===== config.mk =====
export PLATFORM = sky130hd
export DESIGN_NAME = ides_word_aligner_flat
export DESIGN_NICKNAME = d
export VERILOG_FILES = /design/src/rtl/ides_word_aligner_if.sv /design/src/rtl/ides_word_aligner.sv /design/src/flat_wrapper.sv
export SDC_FILE = /design/constraint.sdc
export NUM_CORES = 1
export LEC_CHECK = 0
export ABC_AREA = 1
export CORE_MARGIN = 1
export CORE_UTILIZATION = 45
export DETAILED_ROUTE_END_ITERATION = 6
export GPL_TIMING_DRIVEN = 0
export PLACE_DENSITY = 0.65
export SETUP_SLACK_MARGIN = 0.1
export SLEW_MARGIN = 20
export SYNTH_ARGS = -nofsm -noshare
export SYNTH_HDL_FRONTEND = slang
export SYNTH_SLANG_ARGS = --single-unit

===== constraint.sdc =====
create_clock -name CLK -period 1.75 [get_ports CLK]
set_input_delay 0.35 -clock CLK [delete_from_list [all_inputs] [get_ports CLK]]
set_output_delay 0.35 -clock CLK [all_outputs]
set_load 0.05 [all_outputs]

===== src/rtl/ides_word_aligner_if.sv =====
// Word aligner bus: deserialised words and slip/auto controls in,
// framed words and alignment status out.
interface ides_word_aligner_if #(
    parameter int WIDTH = 4
);
    localparam int PW = (WIDTH > 1) ? $clog2(WIDTH) : 1;

    logic             VALID_I;
    logic [WIDTH-1:0] D_I;
    logic             SLIP_I;
    logic             AUTO_I;
    logic             VALID_O;
    logic [WIDTH-1:0] Q_O;
    logic [PW-1:0]    PTR_O;
    logic             LOCKED_O;
    logic             FAIL_O;

    modport slave (
        input  VALID_I, D_I, SLIP_I, AUTO_I,
        output VALID_O, Q_O, PTR_O, LOCKED_O, FAIL_O
    );

    modport master (
        output VALID_I, D_I, SLIP_I, AUTO_I,
        input  VALID_O, Q_O, PTR_O, LOCKED_O, FAIL_O
    );
endinterface


===== src/rtl/ides_word_aligner.sv =====
// Bit-slip word aligner: barrel shift over {previous, current} word with
// manual slip or automatic training-pattern search, lock and loss-of-lock.
module ides_word_aligner #(
    parameter int               WIDTH      = 4,
    parameter logic [WIDTH-1:0] PATTERN    = 4'b1100,
    parameter int               LOCK_COUNT = 8,
    parameter int               LOSS_COUNT = 4
) (
    input logic                CLK,
    input logic                RESETN,
    ides_word_aligner_if.slave bus
);
    localparam int PW = (WIDTH > 1) ? $clog2(WIDTH) : 1;
    localparam int CW = $clog2(LOCK_COUNT + 1);
    localparam int MW = $clog2(LOSS_COUNT + 1);

    localparam logic [2:0] S_IDLE   = 3'd0;
    localparam logic [2:0] S_SEARCH = 3'd1;
    localparam logic [2:0] S_SETTLE = 3'd2;
    localparam logic [2:0] S_LOCK   = 3'd3;
    localparam logic [2:0] S_FAIL   = 3'd4;

    logic [2:0]       st_q, st_d;
    logic [WIDTH-1:0] hist_q, hist_d;
    logic [WIDTH-1:0] q_q, q_d;
    logic             vo_q, vo_d;
    logic [PW-1:0]    ptr_q, ptr_d;
    logic [PW-1:0]    tries_q, tries_d;
    logic [CW-1:0]    mc_q, mc_d;
    logic [MW-1:0]    miss_q, miss_d;
    logic             lk_q, lk_d;
    logic             fl_q, fl_d;

    logic [2*WIDTH-1:0] win;
    logic [WIDTH-1:0]   sel;
    logic [PW-1:0]      ptr_inc;
    logic               match;

    // MSB is the oldest bit, so a larger offset reaches further into history
    assign win     = {hist_q, bus.D_I};
    assign sel     = win[{1'b0, ptr_q} +: WIDTH];
    assign match   = (sel == PATTERN);
    assign ptr_inc = (ptr_q == PW'(WIDTH - 1)) ? '0 : ptr_q + 1'b1;

    always_comb begin
        st_d    = st_q;
        hist_d  = hist_q;
        q_d     = q_q;
        vo_d    = 1'b0;
        ptr_d   = ptr_q;
        tries_d = tries_q;
        mc_d    = mc_q;
        miss_d  = miss_q;
        lk_d    = lk_q;
        fl_d    = fl_q;

        if (bus.VALID_I) begin
            hist_d = bus.D_I;
            q_d    = sel;
            vo_d   = 1'b1;
        end

        unique case (st_q)
            S_IDLE: begin
                if (bus.AUTO_I) begin
                    st_d    = S_SEARCH;
                    tries_d = '0;
                    mc_d    = '0;
                end else if (bus.SLIP_I) begin
                    ptr_d = ptr_inc;
                end
            end
            S_SEARCH: begin
                if (!bus.AUTO_I) begin
                    st_d = S_IDLE;
                end else if (bus.VALID_I) begin
                    if (match) begin
                        if (mc_q != CW'(LOCK_COUNT)) mc_d = mc_q + 1'b1;
                        if (mc_q >= CW'(LOCK_COUNT - 1)) begin
                            st_d   = S_LOCK;
                            lk_d   = 1'b1;
                            miss_d = '0;
                        end
                    end else if (tries_q == PW'(WIDTH - 1)) begin
                        st_d = S_FAIL;
                        fl_d = 1'b1;
                    end else begin
                        ptr_d   = ptr_inc;
                        tries_d = tries_q + 1'b1;
                        mc_d    = '0;
                        st_d    = S_SETTLE;
                    end
                end
            end
            S_SETTLE: begin
                if (!bus.AUTO_I) st_d = S_IDLE;
                else if (bus.VALID_I) st_d = S_SEARCH;
            end
            S_LOCK: begin
                if (bus.AUTO_I) begin
                    if (bus.VALID_I) begin
                        if (match) begin
                            miss_d = '0;
                        end else begin
                            if (miss_q != MW'(LOSS_COUNT)) miss_d = miss_q + 1'b1;
                            if (miss_q >= MW'(LOSS_COUNT - 1)) begin
                                st_d    = S_SEARCH;
                                lk_d    = 1'b0;
                                tries_d = '0;
                                mc_d    = '0;
                            end
                        end
                    end
                end else if (bus.SLIP_I) begin
                    ptr_d = ptr_inc;
                    lk_d  = 1'b0;
                    st_d  = S_IDLE;
                end
            end
            S_FAIL: begin
                if (!bus.AUTO_I) begin
                    st_d = S_IDLE;
                    fl_d = 1'b0;
                end
            end
            default: st_d = S_IDLE;
        endcase
    end

    always_ff @(posedge CLK or negedge RESETN) begin
        if (!RESETN) begin
            st_q    <= S_IDLE;
            hist_q  <= '0;
            q_q     <= '0;
            vo_q    <= 1'b0;
            ptr_q   <= '0;
            tries_q <= '0;
            mc_q    <= '0;
            miss_q  <= '0;
            lk_q    <= 1'b0;
            fl_q    <= 1'b0;
        end else begin
            st_q    <= st_d;
            hist_q  <= hist_d;
            q_q     <= q_d;
            vo_q    <= vo_d;
            ptr_q   <= ptr_d;
            tries_q <= tries_d;
            mc_q    <= mc_d;
            miss_q  <= miss_d;
            lk_q    <= lk_d;
            fl_q    <= fl_d;
        end
    end

    assign bus.VALID_O  = vo_q;
    assign bus.Q_O      = q_q;
    assign bus.PTR_O    = ptr_q;
    assign bus.LOCKED_O = lk_q;
    assign bus.FAIL_O   = fl_q;
endmodule


===== src/flat_wrapper.sv =====
// flat-port wrapper written by rule: the top's interface ports become plain ports
module ides_word_aligner_flat 
#(
    parameter int               WIDTH      = 4,
    parameter logic [WIDTH-1:0] PATTERN    = 4'b1100,
    parameter int               LOCK_COUNT = 8,
    parameter int               LOSS_COUNT = 4
)
  (CLK, RESETN, bus_VALID_I, bus_D_I, bus_SLIP_I, bus_AUTO_I, bus_VALID_O, bus_Q_O, bus_PTR_O, bus_LOCKED_O, bus_FAIL_O);
  ides_word_aligner_if #(.WIDTH(WIDTH)) bus_i ();
  input logic CLK;
  input logic RESETN;
  input wire logic [$bits(bus_i.VALID_I)-1:0] bus_VALID_I;
  input wire logic [$bits(bus_i.D_I)-1:0] bus_D_I;
  input wire logic [$bits(bus_i.SLIP_I)-1:0] bus_SLIP_I;
  input wire logic [$bits(bus_i.AUTO_I)-1:0] bus_AUTO_I;
  output wire logic [$bits(bus_i.VALID_O)-1:0] bus_VALID_O;
  output wire logic [$bits(bus_i.Q_O)-1:0] bus_Q_O;
  output wire logic [$bits(bus_i.PTR_O)-1:0] bus_PTR_O;
  output wire logic [$bits(bus_i.LOCKED_O)-1:0] bus_LOCKED_O;
  output wire logic [$bits(bus_i.FAIL_O)-1:0] bus_FAIL_O;
  assign bus_i.VALID_I = bus_VALID_I;
  assign bus_i.D_I = bus_D_I;
  assign bus_i.SLIP_I = bus_SLIP_I;
  assign bus_i.AUTO_I = bus_AUTO_I;
  assign bus_VALID_O = bus_i.VALID_O;
  assign bus_Q_O = bus_i.Q_O;
  assign bus_PTR_O = bus_i.PTR_O;
  assign bus_LOCKED_O = bus_i.LOCKED_O;
  assign bus_FAIL_O = bus_i.FAIL_O;
  ides_word_aligner #(.WIDTH(WIDTH), .PATTERN(PATTERN), .LOCK_COUNT(LOCK_COUNT), .LOSS_COUNT(LOSS_COUNT)) u_core (.CLK(CLK), .RESETN(RESETN), .bus(bus_i));
endmodule

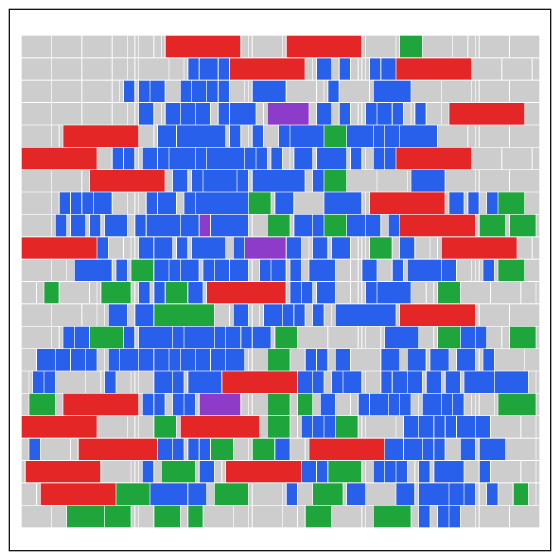
(run_1/cell_classes.png)
Fill, decap, tap and diode cells in gray.
legend:
  clock drivers and dummy loads:
    color: purple
    cells: 4
    share_of_their_area: 1.9%
  all other logic:
    color: blue
    cells: 236
    share_of_their_area: 56%
  other buffers and delay cells:
    color: green
    cells: 43
    share_of_their_area: 16%
  flip-flops:
    color: red
    cells: 24
    share_of_their_area: 26%

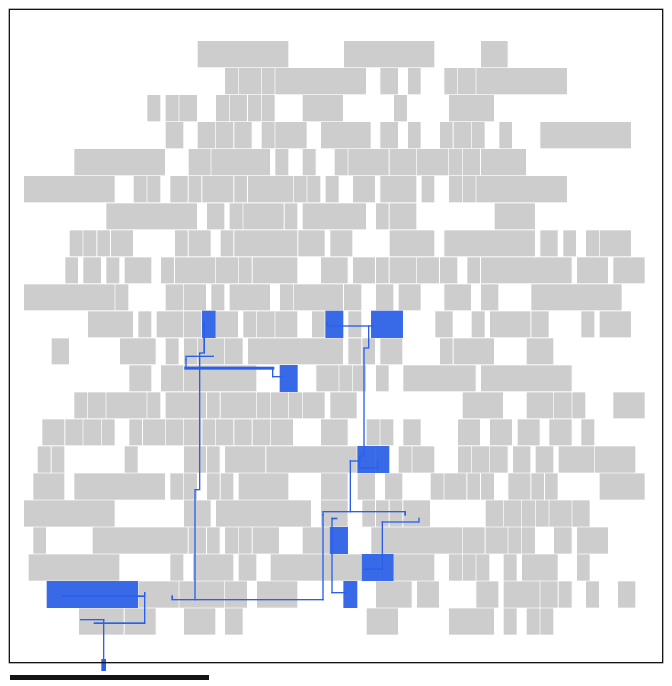
(run_1/port_nets.png)
Bar = 20 µm.
legend:
  bus_VALID_I:
    color: blue
    bits: 1
    direction: input
    edge: south
    end_cells: 11
    buffers: 5
    wire: 148 µm

==> results.md, run 1 <==
| Quantity | Value |
|:---|:---|
| First-pass iteration count of the detailed router | 6 |
| Setup violators final | 0 |
| Worst Path Max Fanout | 7 |
| Highest clock rate | 0.606 GHz |
| Worst Setup Slack, final | 0.101 ns |
| Post-synthesis cell type with the largest combined area | sky130_fd_sc_hd__dfrtp_1 |
| Leak pwr | 1.25 nW |
| Ratio of cells with drive above 1 in the final layout | 30.3% |
| Worst slew slack as a fraction of its limit | 62.4% |
| Non-filler instance count after layout | 355 |
| Xor+xnor area frac | 0.961% |
| Launching point of the worst reg2reg path | u_core.bus.PTR_O[0] |
| Peak per-stage delay on the critical path | 0.48 ns |
| Clock transition at the register clock pins on the worst setup and hold paths after CTS | 0.09 ns |
| Post-synthesis adder-cell area fraction | 4.80% |
| Peak ir drop on the vdd network | 0.00121 V |
| Crit path max-delay family | simple AND/OR/NAND/NOR gates |
| Antenna violation net count after detailed routing | 0 |
| Sequential-to-total area share from yosys stat | 32.9% |
| Setup bufs post-CTS | 5 |
| Flop2flop setup slack | 0.10 ns |
| Finished Core Util | 63.4% |
| Arrival time worst endpoint | 1.85 ns |
| TritonCTS clock tree | done |
| Placed Cells incl. Taps | 329 |
| Post-CTS Hold Fix Bufs | 0 |
| Yosys warning tally | 0 |
| Maximum clock path buffer count | 2 |
| Total tool warning count | 29 |
| Setup Skew | 0.00660 ns |
| Number of buffers created by CTS | 3 |
| Primary FF master, synth | sky130_fd_sc_hd__dfrtp_1 |
| Overall die area | 0.00431 mm² |
| Worst skew pair latency | 0.28 ns |
| Worst slack after detailed placement | -0.254 ns |
| Status | complete, no violations |
| Worst Hold Class | primary input to asynchronous set/reset pin |
| And+or+nand+nor area frac | 45.4% |
| Number of gates on the worst path with buffers counted | 10 |
| Number of gates resized after CTS | 15 |
| Total of max-cap violations | 0 |
| Cells along the critical path | buf_6 -> nand2_2 -> nand3_2 -> nand2_2 -> nand2_4 -> nor2_8 -> nand2_4 -> nand4_1 -> nand2_1 -> o21ai_1 |
| Distinct cell type count after synthesis | 29 |
| RSZ-0062 raised after global routing | true |
| Drt drc | 0 |
| Initial DRC count | 105 |
| Area fraction in mux cells | 0% |
| Critical Path End Type | register |
| Biggest combinational cell group after synthesis | simple AND/OR/NAND/NOR gates |
| Worst reg2reg path endpoint | u_core.bus.PTR_O[0] |
| Final routed wirelength across all metal layers | 4650 µm |
| Req. time, crit path | 1.95 ns |
| Num ports | 18 |
| Switch Pwr | 2.23 mW |
| Setup crit start kind | register |
| Via count of the first global-routing pass | 1614 |
| Worst Path Buf+Inv | 1 |
| Setup tns final | 0 ns |
| Post-layout period usage | 94.2% |
| Number of pins exceeding their max-slew limit in the final report | 0 |
| Netlist Area Pre-Place | 0.00182 mm² |
| Via count normalized by instance count | 5.14 |
| Cells in synth_stat.txt | 265 |
| Commonest cells after routing, fill and taps aside | sky130_fd_sc_hd__nand2_1, sky130_fd_sc_hd__nand3_1, sky130_fd_sc_hd__inv_1, sky130_fd_sc_hd__nand2_2, sky130_fd_sc_hd__dfrtp_1 |
| Syn_area_per_cell | 6.88 µm² |
| Worst setup path endpoint | u_core.bus.PTR_O[0] |
| Clock Power Share | 8.5% |
| Fp util | 48.3% |
| Global placer's final weighted congestion | 0.837 |
| CTS root buf | sky130_fd_sc_hd__clkbuf_8 |
| Logic pwr share | 71.1% |
| Number of enable flip-flop cells | 0 |
| H-tree level count | 1 |
| Power density cells | 1760 mW/mm² |
| Fillers | 336 |
| Number of nets at floorplan | 281 |
| Die X-Extent | 65.7 µm |
| CP max stage cell | sky130_fd_sc_hd__dfrtp_2 |
| Overall routing resource usage | 20.8% |
| Final Power | 4.21 mW |
| Compound-Gate Fraction of Synth Area | 6.31% |
| Cell area after placement | 0.00204 mm² |
| Most instantiated cells after synthesis | sky130_fd_sc_hd__nand2_1, sky130_fd_sc_hd__nand3_1, sky130_fd_sc_hd__inv_1 |
| Power share of the sequential group | 20.4% |
| Internal power | 1.98 mW |
| Top logic cell by instance count in the layout | sky130_fd_sc_hd__nand2_1 |
| Worst hold-check slack | 0.0511 ns |
| Syn Inst Count | 265 |
| Sw frac | 53.0% |
| Finished layout cell area | 0.00239 mm² |
| Post-layout net count | 324 |
| Post-synthesis chip area from yosys | 0.00182 mm² |
| Chip Height | 65.7 µm |
| Area added between synthesis and finish | 31.2% |
| Async S/R FF share, synth | 100% |
| Critical path class | register to register |
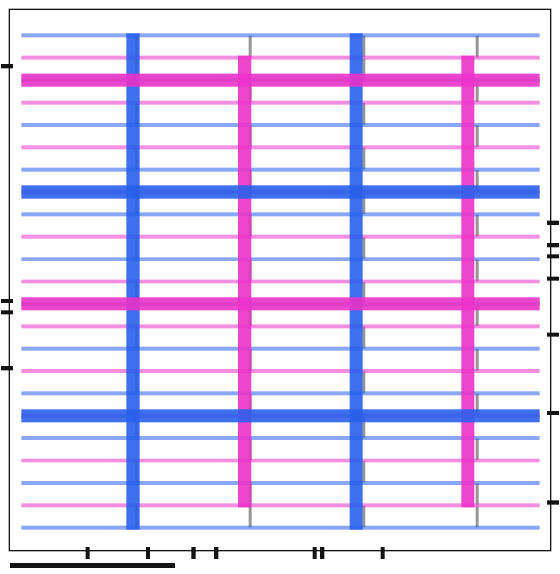
(run_1/pdn.png)
Bar = 20 µm. Pins as bars on the die edge. Tap cells in gray.
legend:
  VSS:
    color: blue
  VDD:
    color: magenta
tap cells: 48
met5 straps: 4
met4 straps: 4

[run 1: power groups by stage]
stage          clock [mW]  combinational [mW]  sequential, mW
2_1_floorplan           0                1.53            1.16
3_3_place_gp            0                2.36           0.851
3_5_place_dp            0                2.38           0.857
4_1_cts             0.361                2.39           0.842
5_1_grt             0.376                3.26           0.874
6_report            0.358                2.99           0.859
[run 1: area by class of cell]
cell class                 count  area (µm²)  area share, %
timing repair buffer          38         325           13.6
buffer                         5        50.0           2.09
multi-input combinational    199        1160           48.5
sequential                    24         604           25.3
inverter                      37         148           6.17
clock buffer                   4        45.0           1.88
tap                           48        60.1           2.51
[run 1: routing by layer]
metal	vias to the layer above	global-route usage (%)	routed length, µm
li1	921	-	-
met1	825	26.8	2090
met2	65	35.5	2220
met3	13	2.60	223
met4	0	7.07	123
met5	-	0	0
==> run_1/wire_density.png <==
13 x 13 tiles, from dark blue (low) to red (high), scaled to the fullest tile. Values are wire area over tile area, all layers added.
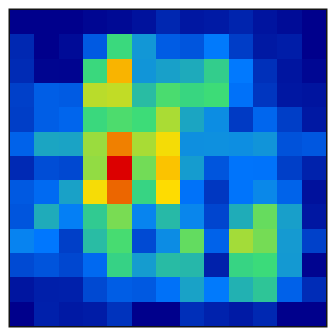

==> run 1 -> run 2 <==
--- a/config.mk
+++ b/config.mk
@@ -9,7 +9,7 @@
 export CORE_MARGIN = 1
 export CORE_UTILIZATION = 45
 export DETAILED_ROUTE_END_ITERATION = 6
-export GPL_TIMING_DRIVEN = 0
+export GPL_ROUTABILITY_DRIVEN = 0
 export PLACE_DENSITY = 0.65
 export SETUP_SLACK_MARGIN = 0.1
 export SLEW_MARGIN = 20
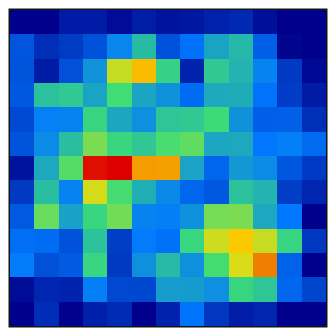
(run_2/wire_density.png)
13 x 13 tiles, from dark blue (low) to red (high), scaled to the fullest tile. Values are wire area over tile area, all layers added.
tiles over half the peak: 14%
densest ninth of the die: center
mean over tiles: 0.14

==> run 2 against run 1 <==
Compared with the run above:
- total power is 5.3% lower
- final area is 1.1% lower
- die area is the same
- clock skew down 0.0024 ns
- first-iteration DRC count down 12%
- sequential share of layout area is 0.23 points higher
- clock power is 5% lower
- hold slack gained 0.34 ns
- critical endpoint is now u_core.miss_q[2]
- largest cell class unchanged
==> results.md, run 2 <==
| Quantity | Value |
|:---|:---|
| Worst Path Max Fanout | 7 |
| Power consumed by the clock network | 0.340 mW |
| Fp util | 48.3% |
| Number of nets at floorplan | 281 |
| Sequential-cell power consumption | 0.883 mW |
| Async S/R FF share, synth | 100% |
| Sw frac | 51.4% |
| Worst slew slack as a fraction of its limit | 79.2% |
| Clock transition at the register clock pins on the worst setup and hold paths after CTS | 0.09 ns |
| Final routed wirelength across all metal layers | 3960 µm |
| Overall routing resource usage | 20.3% |
| Peak ir drop on the vdd network | 0.000954 V |
| Setup tns final | 0 ns |
| Logic pwr share | 69.3% |
| Post-layout period usage | 93.7% |
| Highest clock rate | 0.610 GHz |
| Worst Path Buf+Inv | 3 |
| Internal power | 1.94 mW |
| Number of pins exceeding their max-slew limit in the final report | 0 |
| Primary FF master, synth | sky130_fd_sc_hd__dfrtp_1 |
| Maximum clock path buffer count | 2 |
| Setup Skew | 0.00415 ns |
| Total tool warning count | 29 |
| First-pass iteration count of the detailed router | 4 |
| Finished Core Util | 62.7% |
| Cell area after placement | 0.00215 mm² |
| Distinct cell type count after synthesis | 29 |
| Crit path max-delay family | simple AND/OR/NAND/NOR gates |
| Chip Height | 65.7 µm |
| H-tree level count | 1 |
| Worst Setup Slack, final | 0.110 ns |
| Non-filler instance count after layout | 354 |
| Launching point of the worst reg2reg path | u_core.bus.PTR_O[0] |
| Antenna violation net count after detailed routing | 0 |
| Netlist Area Pre-Place | 0.00182 mm² |
| Status | complete, no violations |
| Arrival time worst endpoint | 1.80 ns |
| TritonCTS clock tree | done |
| Yosys warning tally | 0 |
| Number of buffers created by CTS | 3 |
| Peak per-stage delay on the critical path | 0.48 ns |
| Post-layout net count | 323 |
| Setup violators final | 0 |
| Critical Path End Type | register |
| CP max stage cell | sky130_fd_sc_hd__dfrtp_2 |
| Leak pwr | 1.22 nW |
| Total of max-cap violations | 0 |
| Top logic cell by instance count in the layout | sky130_fd_sc_hd__nand2_1 |
| Placed Cells incl. Taps | 342 |
| Clock Power Share | 8.5% |
| Ratio of cells with drive above 1 in the final layout | 29.4% |
| Final Power | 3.99 mW |
| CTS root buf | sky130_fd_sc_hd__clkbuf_8 |
| Critical path class | register to register |
| Via count of the first global-routing pass | 1594 |
| Power share of the sequential group | 22.1% |
| Worst hold-check slack | 0.388 ns |
| Drt drc | 0 |
| Switch Pwr | 2.05 mW |
| Initial DRC count | 92 |
| Worst slack after detailed placement | -0.179 ns |
| Post-CTS Hold Fix Bufs | 0 |
| Number of gates on the worst path with buffers counted | 11 |
| Worst reg2reg path endpoint | u_core.miss_q[2] |
| Flop2flop setup slack | 0.11 ns |
| Setup crit start kind | register |
| RSZ-0062 raised after global routing | true |
| Area added between synthesis and finish | 29.8% |
| Syn Inst Count | 265 |
| Worst skew pair latency | 0.26 ns |
| Largest Pwr Group | combinational cells |
| Post-synthesis chip area from yosys | 0.00182 mm² |
| DPL Wire Length | 3000 µm |
| Finished layout cell area | 0.00237 mm² |
| Die X-Extent | 65.7 µm |
| Num ports | 18 |
| Power density cells | 1690 mW/mm² |
| Number of gates resized after CTS | 2 |
| Power of the combinational group | 2.76 mW |
| Post-synthesis cell type with the largest combined area | sky130_fd_sc_hd__dfrtp_1 |
| Sequential-to-total area share from yosys stat | 32.9% |
| Req. time, crit path | 1.91 ns |
| Worst Hold Class | primary input to register |
| Worst setup path endpoint | u_core.miss_q[2] |
| Syn_area_per_cell | 6.88 µm² |
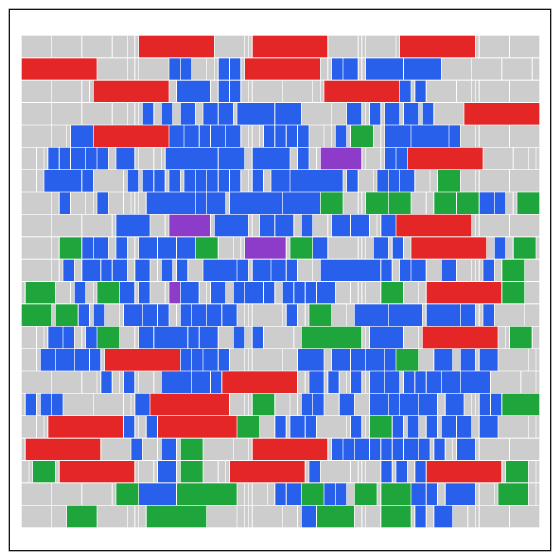
(run_2/cell_classes.png)
Fill, decap, tap and diode cells in gray.
legend:
  all other logic:
    color: blue
    cells: 236
    share_of_their_area: 56%
  other buffers and delay cells:
    color: green
    cells: 42
    share_of_their_area: 16%
  clock drivers and dummy loads:
    color: purple
    cells: 4
    share_of_their_area: 2.0%
  flip-flops:
    color: red
    cells: 24
    share_of_their_area: 26%

run 2: area by class of cell:
class,count,area [µm²]
fillers,357,1410
multi-input cells,199,1140
flip-flops and latches,24,603
repair buffers,42,378
inverters,37,141
well taps,48,60.1
clock buffers,4,45.0
run 2: metal layers:
metal / share of wire [%] / up-vias / GRT usage [%]
li1: - / 923 / -
met1: 48 / 804 / 27.8
met2: 48 / 30 / 33.5
met3: 3.7 / 2 / 3.65
met5: 0 / - / 0
met4: 0.53 / 0 / 3.26
run 2: logic make-up (layout without fill, tap and decap cells):
group | count (synthesis) | count (layout) | share of synthesized area (%)
simple gates | 168 | 168 | 45.4
buf+inv | 42 | 83 | 9.61
flops | 24 | 24 | 32.9
compound gates | 22 | 22 | 6.31
fa+ha+maj | 7 | 7 | 4.80
xor+xnor | 2 | 2 | 0.961
==> run 2 -> run 3 <==
--- a/config.mk
+++ b/config.mk
@@ -10,6 +10,7 @@
 export CORE_UTILIZATION = 45
 export DETAILED_ROUTE_END_ITERATION = 6
 export GPL_ROUTABILITY_DRIVEN = 0
+export HOLD_SLACK_MARGIN = 0.06
 export PLACE_DENSITY = 0.65
 export SETUP_SLACK_MARGIN = 0.1
 export SLEW_MARGIN = 20
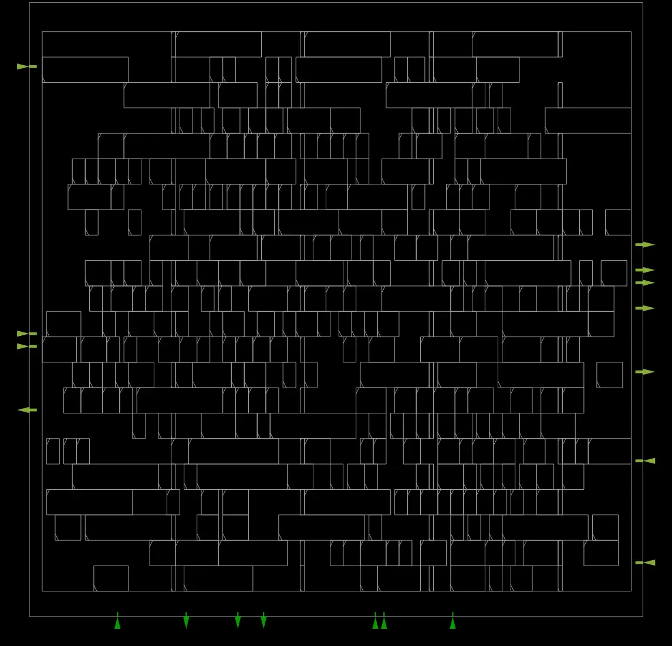
(run_3/final_placement.png)
Finished Core Util: 62.7%
Tapcell Cnt: 48

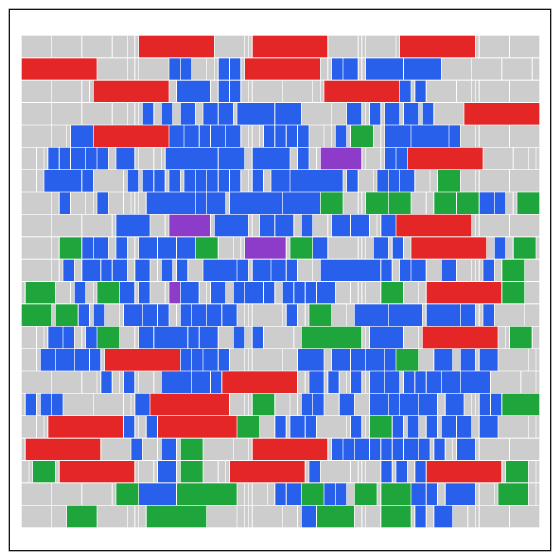
(run_3/cell_classes.png)
Fill, decap, tap and diode cells in gray.
legend:
  other buffers and delay cells:
    color: green
    cells: 42
    share_of_their_area: 16%
  clock drivers and dummy loads:
    color: purple
    cells: 4
    share_of_their_area: 2.0%
  all other logic:
    color: blue
    cells: 236
    share_of_their_area: 56%
  flip-flops:
    color: red
    cells: 24
    share_of_their_area: 26%

==> run 3 against run 2 <==
Compared with the run above:
- clock power barely moved
- global-route usage is the same
- core utilization did not move
- hold slack did not move
- maximum frequency unchanged
- final area is the same
==> results.md, run 3 <==
| Quantity | Value |
|:---|:---|
| Detailed-route via count | 1759 |
| WL per Instance | 11.2 µm |
| Area share of the largest cell type after synthesis | 32.9% |
| Routed wire length on met2 | 1880 µm |
| Final Power | 3.99 mW |
| RSZ-0062 raised after global routing | true |
| Status | complete, no violations |
| Post-synthesis cell type with the largest combined area | sky130_fd_sc_hd__dfrtp_1 |
| Flops out of synthesis | 24 |
| Worst reg2reg path endpoint | u_core.miss_q[2] |
| Layout buffering overhead excluding clock cells | 16.0% |
| Number of gates resized after CTS | 2 |
| Leak pwr | 1.22 nW |
| Commonest cells after routing, fill and taps aside | sky130_fd_sc_hd__nand2_1, sky130_fd_sc_hd__nand3_1, sky130_fd_sc_hd__buf_4, sky130_fd_sc_hd__inv_1, sky130_fd_sc_hd__dfrtp_1 |
| Power share of the sequential group | 22.1% |
| Worst skew pair latency | 0.26 ns |
| Number of antenna violations at the first check in global routing | 0 |
| Peak ir drop on the vdd network | 0.000954 V |
| Antenna violation net count after detailed routing | 0 |
| Number of clock buffers in the layout | 4 |
| Number of enable flip-flop cells | 0 |
| Setup bufs post-CTS | 2 |
| Fillers | 357 |
| Die X-Extent | 65.7 µm |
| Via count normalized by instance count | 4.97 |
| Total tool warning count | 29 |
| Primary FF master, synth | sky130_fd_sc_hd__dfrtp_1 |
| Flop2flop setup slack | 0.11 ns |
| Number of antenna cells inserted | 0 |
| Hold Crit Endpoint | u_core.hist_q[2] |
| Total of max-cap violations | 0 |
| Number of nets at floorplan | 281 |
| Setup Skew | 0.00415 ns |
| Maximum number of pins on one net before global-route repair | 25 |
| Non-filler instance count after layout | 354 |
| Placed Cells incl. Taps | 342 |
| Power density cells | 1690 mW/mm² |
| Peak per-stage delay on the critical path | 0.48 ns |
| Num ports | 18 |
| Most Used Layer, Global Route | met2 |
| Clock transition at the register clock pins on the worst setup and hold paths after CTS | 0.09 ns |
| Sequential-to-total area share from yosys stat | 32.9% |
| Fp util | 48.3% |
| Area fraction in mux cells | 0% |
| Worst Hold Class | primary input to register |
| Non-clock buffer total of the final layout | 42 |
| Arrival time worst endpoint | 1.80 ns |
| Internal power | 1.94 mW |
| Highest clock rate | 0.610 GHz |
| Req. time, crit path | 1.91 ns |
| Transition at the pin with the smallest max-transition slack | 0.312 ns |
| Top layer in use | met4 |
| Depth of the worst hold-timing path | 3 |
| Sw frac | 51.4% |
| Worst Path Max Fanout | 7 |
| Most instantiated cells after synthesis | sky130_fd_sc_hd__nand2_1, sky130_fd_sc_hd__nand3_1, sky130_fd_sc_hd__inv_1 |
| Power of the combinational group | 2.76 mW |
| Post-synthesis chip area from yosys | 0.00182 mm² |
| And+or+nand+nor area frac | 45.4% |
| Worst slack after detailed placement | -0.179 ns |
| Yosys warning tally | 0 |
| Critical path class | register to register |
| Length in cells of the worst reg-to-reg path | 11 |
| Drt drc | 0 |
| Post-layout period usage | 93.7% |
| Top logic cell by instance count in the layout | sky130_fd_sc_hd__nand2_1 |
| Clock-cell share | 1.90% |
| Netlist Area Pre-Place | 0.00182 mm² |
| Worst hold-check slack | 0.388 ns |
| Largest Pwr Group | combinational cells |
| Biggest combinational cell group after synthesis | simple AND/OR/NAND/NOR gates |
| Mi-comb count | 199 |
| GR Layer Usage met3 | 3.65% |
| Overall routing resource usage | 20.3% |
| First-pass iteration count of the detailed router | 4 |
| First-pass GRT wire length | 6860 µm |
| Worst Path Buf+Inv | 3 |
| Met1 Track Usage GR | 27.8% |
| Hold Crit Start | bus_D_I[2] |
| Critical Path End Type | register |
| CTS root buf | sky130_fd_sc_hd__clkbuf_8 |
| Switch Pwr | 2.05 mW |
| Length of routed wiring on met1 | 1910 µm |
| Fraction of standard cell area in multi-input logic | 48.1% |
| Async S/R FF share, synth | 100% |
| Clock Power Share | 8.5% |
| Setup violators final | 0 |
| Setup tns final | 0 ns |
| Post-CTS Hold Fix Bufs | 0 |
| Number of buffers created by CTS | 3 |
| Final routed wirelength across all metal layers | 3960 µm |
| Std-Cell Core Area | 0.00377 mm² |
| Finished layout cell area | 0.00237 mm² |
| CP max stage cell | sky130_fd_sc_hd__dfrtp_2 |
| Launching point of the worst reg2reg path | u_core.bus.PTR_O[0] |
| H-tree level count | 1 |
| Num rows | 22 |
| Initial DRC count | 92 |
| Sequential share of cell area | 25.5% |
| Setup crit start kind | register |
| Post-layout net count | 323 |
| Total met3 wirelength after detailed routing | 148 µm |
| Syn Inst Count | 265 |
| Post-synthesis adder-cell area fraction | 4.80% |
| Sequential-cell power consumption | 0.883 mW |
| Cells along the critical path | buf_4 -> nand2_1 -> nand3_1 -> nand2_1 -> nand2_2 -> nor2_8 -> buf_4 -> buf_4 -> nor2_1 -> nand2_1 -> o21ai_1 |
| Area added between synthesis and finish | 29.8% |
| Number of pins exceeding their max-slew limit in the final report | 0 |
| Register area | 603 µm² |
| Cell area after placement | 0.00215 mm² |
| Distinct cell type count after synthesis | 29 |
| Worst Setup Slack, final | 0.110 ns |
| Power consumed by the clock network | 0.340 mW |
| Overall die area | 0.00431 mm² |
| Num sequential | 24 |
| Non-clock inverters | 37 |
| Via count of the first global-routing pass | 1594 |
| Cells in synth_stat.txt | 265 |
| Xor+xnor area frac | 0.961% |
| Ratio of cells with drive above 1 in the final layout | 29.4% |
| Footprint of the multi-input gates | 0.00114 mm² |
| TritonCTS clock tree | done |
| Number of input and output port buffers inserted | 17 |
| Top area cells in the synthesized netlist | sky130_fd_sc_hd__dfrtp_1, sky130_fd_sc_hd__nand2_1, sky130_fd_sc_hd__nand3_1 |
| Logic pwr share | 69.3% |
| Crit path max-delay family | simple AND/OR/NAND/NOR gates |
| Compound-Gate Fraction of Synth Area | 6.31% |
| Total gr overflow | 0 |
| Met2 usage | 33.5% |
| Maximum clock path buffer count | 2 |
| Top cell category | combinational gates |
| Most frequent cell after synthesis | sky130_fd_sc_hd__nand2_1 |
| DPL Wire Length | 3000 µm |
| Worst slew slack as a fraction of its limit | 79.2% |
| Final Hold Viols | 0 |
| Chip Height | 65.7 µm |
| Syn_area_per_cell | 6.88 µm² |
## run 3: worst max path at each step
| stage | to | depth (start not counted) | slack [ns] | from |
|---|---|---|---|---|
| global placement | u_core.mc_q[3] | 12 | -0.15 | bus_D_I[2] |
| detailed placement | u_core.mc_q[2] | 12 | -0.18 | bus_D_I[2] |
| global route | u_core.bus.PTR_O[0] | 11 | -0.01 | u_core.bus.PTR_O[0] |
| floorplan | u_core.mc_q[2] | 11 | 0.10 | u_core.bus.PTR_O[1] |
| finish | u_core.miss_q[2] | 11 | 0.11 | u_core.bus.PTR_O[0] |
| CTS | u_core.mc_q[2] | 11 | 0.10 | u_core.bus.PTR_O[0] |
Power is estimated from default activity; no workload was simulated.
